File: src/rtl/perf_pkg.sv
// Shared definitions for the performance-counter snapshot reader:
// counter map, entry count and controller state encoding.
package perf_pkg;

    localparam int unsigned PERF_BR_MISS   = 0;
    localparam int unsigned PERF_BR_TOTAL  = 1;
    localparam int unsigned PERF_L1I_MISS  = 2;
    localparam int unsigned PERF_L1I_TOTAL = 3;
    localparam int unsigned PERF_L1D_MISS  = 4;
    localparam int unsigned PERF_L1D_TOTAL = 5;
    localparam int unsigned PERF_L2_MISS   = 6;
    localparam int unsigned PERF_L2_TOTAL  = 7;
    localparam int unsigned PERF_ID_CONF   = 8;

    localparam int unsigned NUM_PERF_CNT = 9;
    localparam logic [3:0]  LAST_IDX     = 4'(NUM_PERF_CNT - 1);

    typedef enum logic [1:0] {
        ST_IDLE,
        ST_READ,
        ST_STREAM,
        ST_DONE
    } perf_state_t;

endpackage

File: src/rtl/perf_snapshot_buf.sv
// Nine-entry by 32-bit snapshot register file: one synchronous write port,
// one combinational read port (out-of-range reads return zero).
module perf_snapshot_buf
    import perf_pkg::*;
(
    input  logic        clk,
    input  logic        i_we,
    input  logic [3:0]  i_waddr,
    input  logic [31:0] i_wdata,
    input  logic [3:0]  i_raddr,
    output logic [31:0] o_rdata
);

    logic [31:0] r_mem [NUM_PERF_CNT];

    always_ff @(posedge clk) begin
        if (i_we && (i_waddr < 4'(NUM_PERF_CNT))) begin
            r_mem[i_waddr] <= i_wdata;
        end
    end

    always_comb begin
        o_rdata = '0;
        if (i_raddr < 4'(NUM_PERF_CNT)) begin
            o_rdata = r_mem[i_raddr];
        end
    end

endmodule

File: src/rtl/perf_counter_reader.sv
// Reads the nine performance counters into a snapshot buffer, then streams
// them out over valid/ready; triggered by start or an optional periodic timer.
module perf_counter_reader
    import perf_pkg::*;
#(
    parameter int unsigned SAMPLE_PERIOD = 0,
    parameter int unsigned RESP_TIMEOUT  = 64
) (
    input  logic        clk,
    input  logic        reset,
    input  logic        start,
    output logic        read_b,
    output logic [31:0] address_b,
    input  logic [31:0] rdata_b,
    input  logic        resp_b,
    output logic        out_valid,
    input  logic        out_ready,
    output logic [3:0]  out_index,
    output logic [31:0] out_data,
    output logic        busy,
    output logic        done,
    output logic        timeout_err,
    output logic        overrun
);

    localparam int unsigned TMR_W  = (SAMPLE_PERIOD > 0) ? $clog2(SAMPLE_PERIOD + 1) : 1;
    localparam int unsigned WAIT_W = (RESP_TIMEOUT > 1) ? $clog2(RESP_TIMEOUT + 1) : 1;

    perf_state_t       r_state;
    logic [3:0]        r_idx;
    logic              r_pending;
    logic [TMR_W-1:0]  r_timer;
    logic [WAIT_W-1:0] r_wait;

    logic        w_fire;
    logic        w_trig;
    logic        w_tmo;
    logic        w_we;
    logic [31:0] w_wdata;
    logic [3:0]  w_raddr;
    logic [31:0] w_rdata;

    assign w_fire  = (SAMPLE_PERIOD != 0) && (r_timer == TMR_W'(SAMPLE_PERIOD - 1));
    assign w_trig  = start || w_fire;
    assign w_tmo   = (r_state == ST_READ) && !resp_b && (r_wait == WAIT_W'(RESP_TIMEOUT - 1));
    assign w_we    = (r_state == ST_READ) && (resp_b || w_tmo);
    assign w_wdata = resp_b ? rdata_b : '1;
    // Read port looks one entry ahead so out_data can be registered on each handshake.
    assign w_raddr = (r_state == ST_STREAM) ? out_index + 4'd1 : '0;

    perf_snapshot_buf u_buf (
        .clk     (clk),
        .i_we    (w_we),
        .i_waddr (r_idx),
        .i_wdata (w_wdata),
        .i_raddr (w_raddr),
        .o_rdata (w_rdata)
    );

    always_ff @(posedge clk) begin
        if (reset || (SAMPLE_PERIOD == 0)) begin
            r_timer <= '0;
        end else begin
            r_timer <= w_fire ? '0 : r_timer + TMR_W'(1);
        end
    end

    always_ff @(posedge clk) begin
        if (reset) begin
            r_state     <= ST_IDLE;
            r_idx       <= '0;
            r_pending   <= 1'b0;
            r_wait      <= '0;
            read_b      <= 1'b0;
            address_b   <= '0;
            out_valid   <= 1'b0;
            out_index   <= '0;
            out_data    <= '0;
            busy        <= 1'b0;
            done        <= 1'b0;
            timeout_err <= 1'b0;
            overrun     <= 1'b0;
        end else begin
            done <= 1'b0;
            if (w_trig && (r_state != ST_IDLE)) begin
                if (r_pending) overrun   <= 1'b1;
                else           r_pending <= 1'b1;
            end
            case (r_state)
                ST_IDLE: begin
                    if (w_trig || r_pending) begin
                        r_state   <= ST_READ;
                        r_idx     <= '0;
                        r_wait    <= '0;
                        address_b <= '0;
                        read_b    <= 1'b1;
                        busy      <= 1'b1;
                        // A fresh trigger arriving while a pending one is served stays queued.
                        r_pending <= w_trig && r_pending;
                    end
                end
                ST_READ: begin
                    if (resp_b || w_tmo) begin
                        r_wait <= '0;
                        if (w_tmo) timeout_err <= 1'b1;
                        if (r_idx == LAST_IDX) begin
                            r_state   <= ST_STREAM;
                            read_b    <= 1'b0;
                            out_valid <= 1'b1;
                            out_index <= '0;
                            out_data  <= w_rdata;
                        end else begin
                            r_idx     <= r_idx + 4'd1;
                            address_b <= {28'b0, r_idx + 4'd1};
                        end
                    end else begin
                        r_wait <= r_wait + WAIT_W'(1);
                    end
                end
                ST_STREAM: begin
                    if (out_ready) begin
                        if (out_index == LAST_IDX) begin
                            r_state   <= ST_DONE;
                            out_valid <= 1'b0;
                            busy      <= 1'b0;
                            done      <= 1'b1;
                        end else begin
                            out_index <= out_index + 4'd1;
                            out_data  <= w_rdata;
                        end
                    end
                end
                ST_DONE: begin
                    r_state <= ST_IDLE;
                end
                default: r_state <= ST_IDLE;
            endcase
        end
    end

endmodule
File: config.mk
export PLATFORM = sky130hd
export DESIGN_NAME = perf_counter_reader
export DESIGN_NICKNAME = d
export VERILOG_FILES = /design/src/rtl/perf_pkg.sv /design/src/rtl/perf_snapshot_buf.sv /design/src/rtl/perf_counter_reader.sv
export SDC_FILE = /design/constraint.sdc
export NUM_CORES = 1
export LEC_CHECK = 0
export ABC_CLOCK_PERIOD_IN_PS = 10600
export CAP_MARGIN = 20
export CELL_PAD_IN_SITES_DETAIL_PLACEMENT = 0
export CELL_PAD_IN_SITES_GLOBAL_PLACEMENT = 1
export CORE_AREA = 2 2 212 214
export DETAILED_ROUTE_END_ITERATION = 10
export DIE_AREA = 0 0 214 216
export PLACE_DENSITY = 0.54
export SLEW_MARGIN = 30
export SYNTH_ARGS = -nofsm -noshare
export SYNTH_HDL_FRONTEND = slang
export SYNTH_HIERARCHICAL = 1
export SYNTH_SLANG_ARGS = --single-unit
File: constraint.sdc
create_clock -name clk -period 10.6 [get_ports clk]
set_input_delay 1.06 -clock clk [delete_from_list [all_inputs] [get_ports clk]]
set_output_delay 1.06 -clock clk [all_outputs]
set_load 0.1 [all_outputs]
Fig. 1: clock distribution
The bar under the picture is 50 um long.
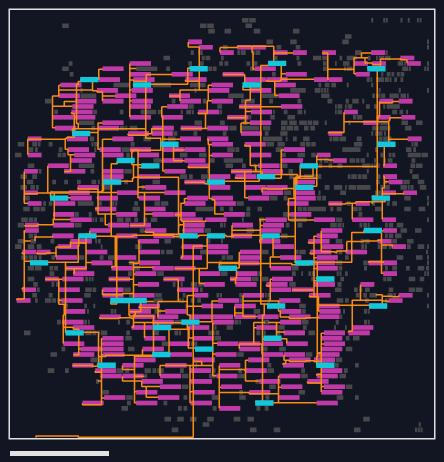
- magenta: flip-flops (count 344)
- cyan: clock-net drivers (count 40)
- orange: clock wires (length 4450 um)
- routed clock nets: 41

Fig. 2: cell classes on the final placement
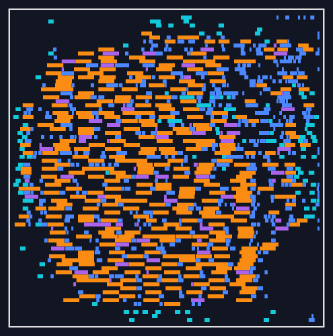
- cyan: remaining buffers and delay cells (cells 108; share of their area 6.7%)
- purple: clock drivers and dummy loads (cells 72; share of their area 7.7%)
- orange: registers (cells 344; share of their area 60%)
- blue: remaining logic cells (cells 564; share of their area 25%)

Fig. 3: metal 4
Cells faint in the background.
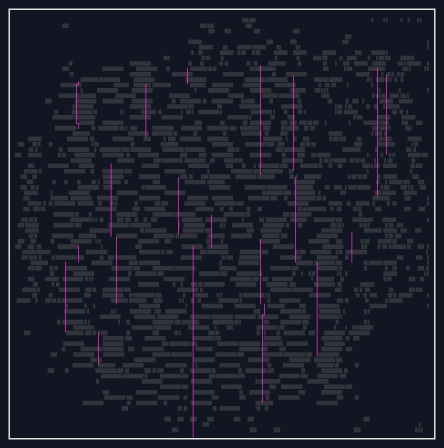
- main direction: vertical
- share of all routed wire: 2.1%
- longest straight run: 96.6 um
- wire length on this layer: 728 um
- nets with wire on the layer: 9

==> run_results.csv <==
group,metric,value,unit
logic_synthesis,numSynthFlops,344,
critical_path,cp_top_family,"buffers and inverters",
timing,timing.final.ws_setup,7140,ps
logic_synthesis,avgSynthCellArea,14.7,um2
critical_path,critPathKind,"register to primary output",
place,numPortBuffers,82,
logic_synthesis,flop_cell,"edfxtp_1",
grt,top_usage_layer,"met2",
critical_path,worstPathRequired,9540,ps
route,routed_wl,35500,um
die,core,43800,um2
power,power.density,241,nW/um2
critical_path,crit_path_start_kind,"register",
timing,setup_tns,0,ps
final_layout,drive_gt1_share,13.7,%
logic_synthesis,syn_inst,973,
timing,hold_ws,466,ps
cts,clk_path_buf_depth,3,
run_status,status,"completed",
die,num_io_pins,111,
cts,h-tree-depth,2,
critical_path,rr_startpoint,"r_state[0]",
cts,cts_tree,"built",
cts,numCtsBuffers,40,
die,die-width,214,um
grt,grt_util_met1,21.7,%
power,p_leak,5.21,nW
critical_path,crit_chain,"clkdlybuf4s50_1",
critical_path,crit_path_max_fanout,12,
hold_path,min_path_type,"register to register",
timing,worstMarginPinSlew,1010,ps
die,die_height,216,um
place,place_inst,1608,
logic_synthesis,yosysWarnings,6,
critical_path,end_kind,"primary output",
grt,grt-ovfl-total,0,
grt,track_usage,15.4,%
logic_synthesis,yosys_cells,973,
timing,drv_slew,0,
cts,cts.sinks,344,
power,power.total,4.09,mW
cts,hold_buffers,0,
cts,clockRootBuffer,"clkbuf_16",
grt,grt_pass1_vias,8518,
critical_path,path_depth,1,
route,wl_met3,1750,um
route,wl_per_cell,21.2,um
timing,finClkSkew,15.3,ps
logic_synthesis,common_cells,"edfxtp_1 (288), mux2i_1 (77), dfxtp_1 (56)",
route,wl_met1,17000,um
grt,grt_pass1_wl,53900,um
die,fp-row-count,77,
route,viasPerCell,4.96,
die,fp_util,32.6,%
timing,min_period,3460,ps
logic_synthesis,synth_area,14300,um2
grt,antenna_found_initial,2,
die,die_area,46200,um2
==> cells in the final DEF (no fill, tap or decap), types with 9 or more instances in the layout <==
master / n
nor2_1: 33
edfxtp_1: 288
a21oi_1: 44
nand4_1: 37
clkdlybuf4s50_1: 80
nand2_1: 44
conb_1: 28
clkbuf_1: 9
o21ai_1: 18
nor2b_1: 15
dfxtp_1: 56
nand2b_1: 35
mux2_2: 23
o22ai_1: 51
clkbuf_16: 41
clkinv_2: 9
mux2i_1: 77
inv_1: 12
mux4_2: 10
o31ai_1: 49
buf_4: 22
==> cells by family after synthesis <==
family | Yosys count | synth area share, %
other cells | 1 | 0.0262
buf+inv | 105 | 4.68
mux | 116 | 9.56
flops | 344 | 68.3
simple gates | 207 | 7.86
fa+ha+maj | 8 | 0.700
compound gates | 185 | 8.43
xor+xnor | 7 | 0.429
==> worst min-delay path by stage <==
stage                       startpoint      endpoint  slack [ps]  cells after the start
after floorplan              r_wait[6]     r_wait[6]         450                      2
after global placement         overrun       overrun         450                      2
after detailed placement  out_data[19]  out_data[19]         460                      2
after CTS                    out_valid     out_valid         470                      2
after global routing      out_data[31]  out_data[31]         490                      2
final                        out_valid     out_valid         470                      2
==> registers in the layout (all words and copies together) (netlist names), 2 cells and up <==
name and flops:
u_buf/r_mem 288, out_data 32, r_wait 7, address_b 4, out_index 4, r_state 2
==> layout make-up <==
type                    count  share of cell area [%]
clock buffers              54                    6.58
clock inverters            18                   0.768
inverters                  13                   0.288
multi-input cells         551                    23.9
flip-flops and latches    344                    57.7
well taps                 592                    4.37
repair buffers            108                    6.37
==> where the power goes <==
group / internal (mW) / total [mW] / switching [mW]
Clock: 0.765 / 1.30 / 0.537
Sequential: 1.54 / 1.58 / 0.0376
Combinational: 0.344 / 1.21 / 0.864
Power figures rest on the tool's default switching activity, not on a simulated workload.
